Figure 1. M1 wires (run 1).
Bar = 20 um. Supply wires on this layer in gray.
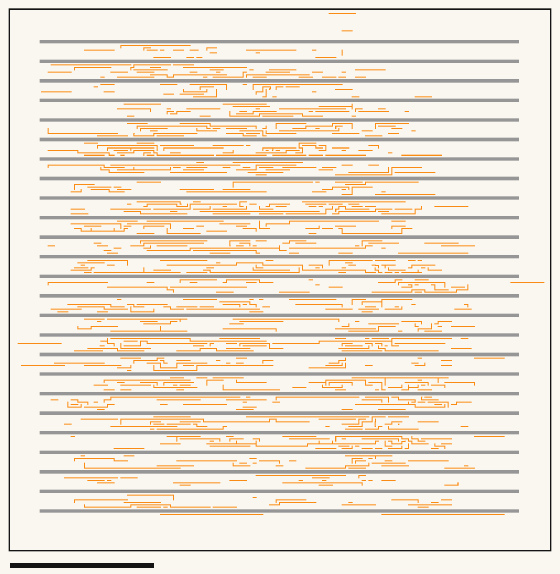
Figure 2. Signal wires on met2 (run 1).
Bar = 20 um.
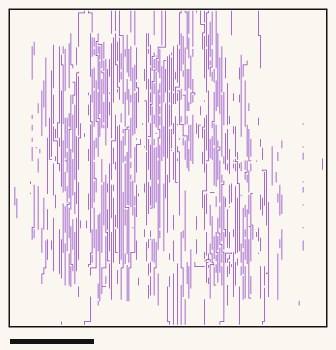
Figure 3. Metal 3 (run 1).
Cells faint in the background.
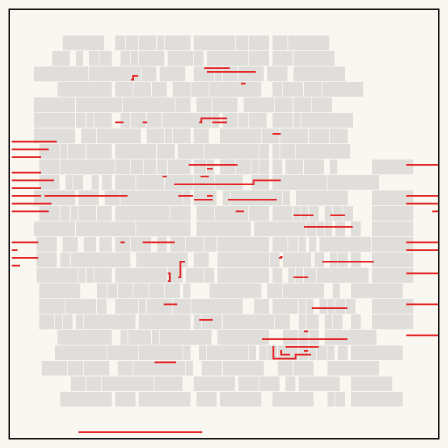
Figure 4. M4 wires (run 1).
Bar = 20 um. Supply wires on this layer in gray.
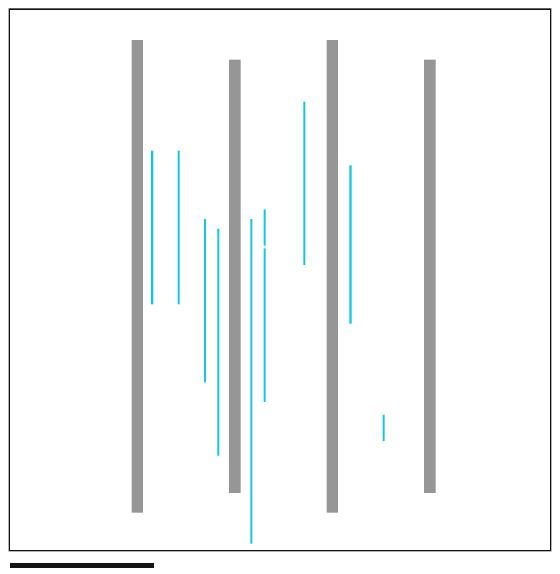
### config.mk
export PLATFORM = sky130hd
export DESIGN_NAME = font_row_fetcher
export DESIGN_NICKNAME = d
export VERILOG_FILES = /design/src/rtl/font_row_fetcher.sv
export SDC_FILE = /design/constraint.sdc
export NUM_CORES = 1
export LEC_CHECK = 0
export CAP_MARGIN = 5
export CORE_MARGIN = 4
export CORE_UTILIZATION = 50
export CTS_CLUSTER_SIZE = 24
export DETAILED_ROUTE_END_ITERATION = 6
export PLACE_DENSITY = 0.91
export SLEW_MARGIN = 40
export SYNTH_ARGS = -nofsm -noshare
export SYNTH_HDL_FRONTEND = slang
export SYNTH_SLANG_ARGS = --single-unit
### constraint.sdc
create_clock -name clk_50MHz -period 1.7 [get_ports clk_50MHz]
set_clock_uncertainty 0.05 [all_clocks]
set_input_delay 0.34 -clock clk_50MHz [delete_from_list [all_inputs] [get_ports clk_50MHz]]
set_output_delay 0.34 -clock clk_50MHz [all_outputs]
set_load 0.1 [all_outputs]
### src/rtl/font_row_fetcher.sv
`default_nettype none
// ============================================================================
// Module   : font_row_fetcher
// Purpose  : Reads one 16-pixel glyph row out of a 1-bit-wide font ROM and
//            presents it as a parallel pixel word over a valid/ready handshake.
//            Addresses are offset + row*GLYPH_W + column, wrapping mod 8192.
// Revision : 1.0  initial release
// ----------------------------------------------------------------------------
// Ports
//   clk_50MHz  in   system clock
//   rst_n      in   asynchronous active-low reset
//   req        in   fetch request (sampled only while idle)
//   offset     in   13-bit glyph base bit-address
//   row        in   glyph row index
//   busy       out  high from request acceptance until handshake completes
//   rom_addr   out  font ROM bit address (holds its last value when not fetching)
//   rom_data   in   font ROM data, valid ROM_LAT clocks after rom_addr
//   row_bits   out  assembled row, MSB = leftmost pixel (column 0)
//   row_valid  out  row_bits valid
//   row_ready  in   downstream accepts row_bits
// ============================================================================
module font_row_fetcher #(
    parameter int GLYPH_W = 16,
    parameter int GLYPH_H = 32,
    parameter int ROM_LAT = 1
) (
    input  logic               clk_50MHz,
    input  logic               rst_n,
    input  logic               req,
    input  logic [12:0]        offset,
    input  logic [4:0]         row,
    output logic               busy,
    output logic [12:0]        rom_addr,
    input  logic               rom_data,
    output logic [GLYPH_W-1:0] row_bits,
    output logic               row_valid,
    input  logic               row_ready
);

    localparam int                 c_col_w      = $clog2(GLYPH_W);
    localparam int                 c_glyph_bits = GLYPH_W * GLYPH_H;
    localparam logic [c_col_w-1:0] c_last_col   = c_col_w'(GLYPH_W - 1);

    generate
        if (ROM_LAT < 1 || ROM_LAT > 3) begin : g_bad_rom_lat
            $error("font_row_fetcher: ROM_LAT must be 1..3");
        end
        if (c_glyph_bits > 8192) begin : g_bad_glyph_size
            $error("font_row_fetcher: glyph does not fit the 13-bit ROM space");
        end
    endgenerate

    typedef enum logic [1:0] {
        S_IDLE  = 2'd0,
        S_FETCH = 2'd1,
        S_WAIT  = 2'd2,
        S_HOLD  = 2'd3
    } state_t;

    state_t             r_state;
    state_t             w_state_nxt;
    logic [c_col_w-1:0] r_col;
    logic               r_pipe_vld [ROM_LAT];
    logic [c_col_w-1:0] r_pipe_col [ROM_LAT];
    logic               w_pipe_busy;
    logic [12:0]        w_row_base;

    // Column 0 address; later columns are reached by incrementing rom_addr,
    // which gives the same modulo-8192 result as adding the column index.
    assign w_row_base = offset + (13'(row) * 13'(GLYPH_W));

    always_comb begin
        w_pipe_busy = 1'b0;
        for (int i = 0; i < ROM_LAT; i++) begin
            w_pipe_busy = w_pipe_busy | r_pipe_vld[i];
        end
    end

    // ------------------------------------------------------------------------
    // State register
    // ------------------------------------------------------------------------
    always_ff @(posedge clk_50MHz or negedge rst_n) begin
        if (!rst_n) begin
            r_state <= S_IDLE;
        end else begin
            r_state <= w_state_nxt;
        end
    end

    // ------------------------------------------------------------------------
    // Next state and handshake outputs
    // ------------------------------------------------------------------------
    always_comb begin
        w_state_nxt = r_state;
        busy        = 1'b1;
        row_valid   = 1'b0;
        case (r_state)
            S_IDLE: begin
                busy = 1'b0;
                if (req) begin
                    w_state_nxt = S_FETCH;
                end
            end
            S_FETCH: begin
                if (r_col == c_last_col) begin
                    w_state_nxt = S_WAIT;
                end
            end
            S_WAIT: begin
                // Capture pipeline drained: final column is in row_bits.
                if (!w_pipe_busy) begin
                    w_state_nxt = S_HOLD;
                end
            end
            S_HOLD: begin
                row_valid = 1'b1;
                if (row_ready) begin
                    w_state_nxt = S_IDLE;
                end
            end
            default: begin
                w_state_nxt = S_IDLE;
            end
        endcase
    end

    // ------------------------------------------------------------------------
    // Address generation and column counter
    // ------------------------------------------------------------------------
    always_ff @(posedge clk_50MHz or negedge rst_n) begin
        if (!rst_n) begin
            rom_addr <= 13'd0;
            r_col    <= '0;
        end else if (r_state == S_IDLE && req) begin
            rom_addr <= w_row_base;
            r_col    <= '0;
        end else if (r_state == S_FETCH) begin
            r_col <= r_col + c_col_w'(1);
            if (r_col != c_last_col) begin
                rom_addr <= rom_addr + 13'd1;
            end
        end
    end

    // ------------------------------------------------------------------------
    // Capture pipeline: tracks which column the ROM is returning ROM_LAT
    // clocks after its address was presented. Cleared on reset so that any
    // read still in flight is dropped.
    // ------------------------------------------------------------------------
    always_ff @(posedge clk_50MHz or negedge rst_n) begin
        if (!rst_n) begin
            for (int i = 0; i < ROM_LAT; i++) begin
                r_pipe_vld[i] <= 1'b0;
                r_pipe_col[i] <= '0;
            end
        end else begin
            r_pipe_vld[0] <= (r_state == S_FETCH);
            r_pipe_col[0] <= r_col;
            for (int i = 1; i < ROM_LAT; i++) begin
                r_pipe_vld[i] <= r_pipe_vld[i-1];
                r_pipe_col[i] <= r_pipe_col[i-1];
            end
        end
    end

    // ------------------------------------------------------------------------
    // Row assembly: column c lands in bit GLYPH_W-1-c (leftmost pixel = MSB)
    // ------------------------------------------------------------------------
    always_ff @(posedge clk_50MHz or negedge rst_n) begin
        if (!rst_n) begin
            row_bits <= '0;
        end else if (r_state == S_IDLE && req) begin
            row_bits <= '0;
        end else if (r_pipe_vld[ROM_LAT-1]) begin
            row_bits[c_last_col - r_pipe_col[ROM_LAT-1]] <= rom_data;
        end
    end

endmodule
`default_nettype wire

==> ci_impl_report.md, run 1 <==
## Implementation flow summary

| Metric | Value |
|---|---|
| Tool warnings | 31 |
| Share of layout cells above drive strength 1 | 36.2% |
| Hold endpoint | rom_addr[4] |
| Clock net power | 783 uW |
| CP Max Fanout | 3 |
| Worst Tran Pin Value | 535 ps |
| Status | complete, but fails checks |
| P_seq | 1.85 mW |
| DR WL met2 | 3.58 mm |
| Sw Share | between 50% and 60% |
| Setup WS post-layout | -12.2 ps |
| Floorplan Core Area | 4350 um2 |
| Yosys simple share | 19.9% |
| Setup TNS | -12.2 ps |
| CTS resizes | 14 |
| Port bufs | 53 |
| P&R area growth vs syn | 61.0% |
| Die height | around 75 um |
| GR peak layer | met2 |
| Commonest flop | dfrtp_1 |
| Clk buf depth | 2 |
| Non-Filler Instances | about 360 |
| Top cell excl fill/tap | buf_12 |
| Sinks on Clock Net | 40 |
| Failing checks | negative setup slack |
| CP max stage cell | fa_2 |
| Top power group | combinational logic |
| CTS tree | done |
| FF+latch count, synth | 40 |
| Late-Pin Clk Latency | 300 ps |
| Final setup violation count | 1 |
| Hold buffers post-CTS | 1 |
| Placement Setup Slack | -648 ps |
| Max_cap viols | 0 |
## Picture notes: Figure 1
wire length on this layer: 2550 um
longest straight run: 17.9 um
nets with wire on the layer: 303

## Picture notes: Figure 2
wire length on this layer: 3580 um
main direction: vertical
met2 usage: 40.8%
final WL: 6.64 mm
via count: 2113

## Picture notes: Figure 3
main direction: horizontal
longest straight run: 21.4 um
GR Util met3: 4.14%

## Picture notes: Figure 4
wire length on this layer: 214 um
main direction: vertical
nets with wire on the layer: 9
longest straight run: 44.9 um
share of all routed wire: 3.2%

==> run 1: cell usage after synthesis (all sizes together), types with 2 or more instances <==
cell	count
dfrtp	40
nand2	28
nor2	24
o21ai	21
xor2	15
mux2i	14
a21oi	13
ha	12
nand3	8
inv	7
clkbuf	6
nor3	5
xnor2	5
nand2b	4
nand3b	4
nand4	3
a211oi	2
and3	2
buf	2
o22ai	2
==> run 1: area by class of cell <==
class	count	area [um2]	share of cell area [%]
clock buffers	5	68.8	1.90
clock inverters	3	42.5	1.17
inverters	7	32.5	0.897
multi-input cells	174	1320	36.4
flip-flops and latches	40	1020	28.1
well taps	52	65.1	1.79
repair buffers	83	1080	29.7
==> run 1 -> run 2 <==
--- a/config.mk
+++ b/config.mk
@@ -6,6 +6,7 @@
 export NUM_CORES = 1
 export LEC_CHECK = 0
 export CAP_MARGIN = 5
+export CORE_ASPECT_RATIO = 0.7
 export CORE_MARGIN = 4
 export CORE_UTILIZATION = 50
 export CTS_CLUSTER_SIZE = 24
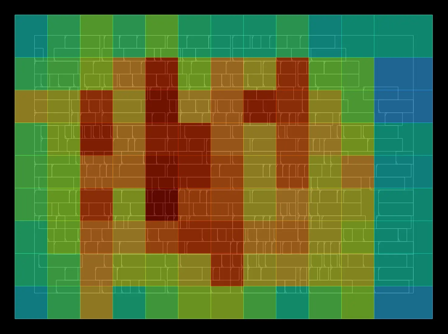
Figure 5: run 2, routing congestion map.
met2 usage: 39.8%
GR Util met3: 7.09%

==> run 2 against run 1 <==
  * The flow still finishes with violations (negative setup slack)
  * Core utilization rose by 0.086 points
  * Critical path type is now flop to flop
  * Combinational power about the same
  * Critical path depth is 2 lower
  * Highest routed layer unchanged
  * Critical endpoint is now rom_addr[6]
  * Wire length rose by 9.5%
  * Synthesized cell count unchanged
  * Clock power shrank 16%
  * Sequential cell count stayed put
  * First-iteration DRC count rose by 15%
  * Area after synthesis unchanged
  * Die area is 0.31% higher
  * Register-to-register slack got worse by 110 ps
  * Sequential share of layout area is essentially flat
==> ci_impl_report.md, run 2 <==
## Implementation flow summary

| Metric | Value |
|---|---|
| Sw Share | 52.6% |
| Die height | 64.2 um |
| Setup WS post-layout | -48.6 ps |
| Sinks on Clock Net | 40 |
| Status | complete, but fails checks |
| Floorplan Core Area | 4350 um2 |
| P_seq | 1.86 mW |
| Port bufs | between 50 and 60 |
| Placement Setup Slack | -648 ps |
| CP Max Fanout | 4 |
| Late-Pin Clk Latency | 310 ps |
| Hold endpoint | rom_addr[4] |
| Clk buf depth | 2 |
| Yosys simple share | roughly a fifth |
| Worst Tran Pin Value | around 370 ps |
| Failing checks | negative setup slack |
| Most frequent cell after synthesis | dfrtp_1 |
| Top power group | combinational logic |
| Final setup violation count | 2 |
| Max_cap viols | 0 |
| CTS resizes | 12 |
## run 2: netlist changes by cell type in the layout (fill, tap and decap cells not counted), moves of 2 or more
cell	previous run	this run
buf_2	3	1
buf_4	27	24
clkbuf_2	0	2
ha_1	6	4
o21ai_1	6	4
## run 2: final cells by class
| class | instances | area [um2] |
|---|---|---|
| multi-input cells | 174 | 1370 |
| repair buffers | 80 | 1060 |
| flip-flops and latches | 40 | 1020 |
| fillers | 235 | 723 |
| clock buffers | 6 | 72.6 |
| well taps | 55 | 68.8 |
| inverters | 7 | 30.0 |
| clock inverters | 2 | 12.5 |
## run 2: routing by layer
| layer | GRT usage [%] | routed length (um) |
|---|---|---|
| met1 | 30.4 | 2840 |
| met2 | 39.8 | 3620 |
| met3 | 7.09 | 562 |
| met4 | 6.04 | 245 |
| met5 | 0 | 0 |
Power figures rest on the tool's default switching activity, not on a simulated workload.
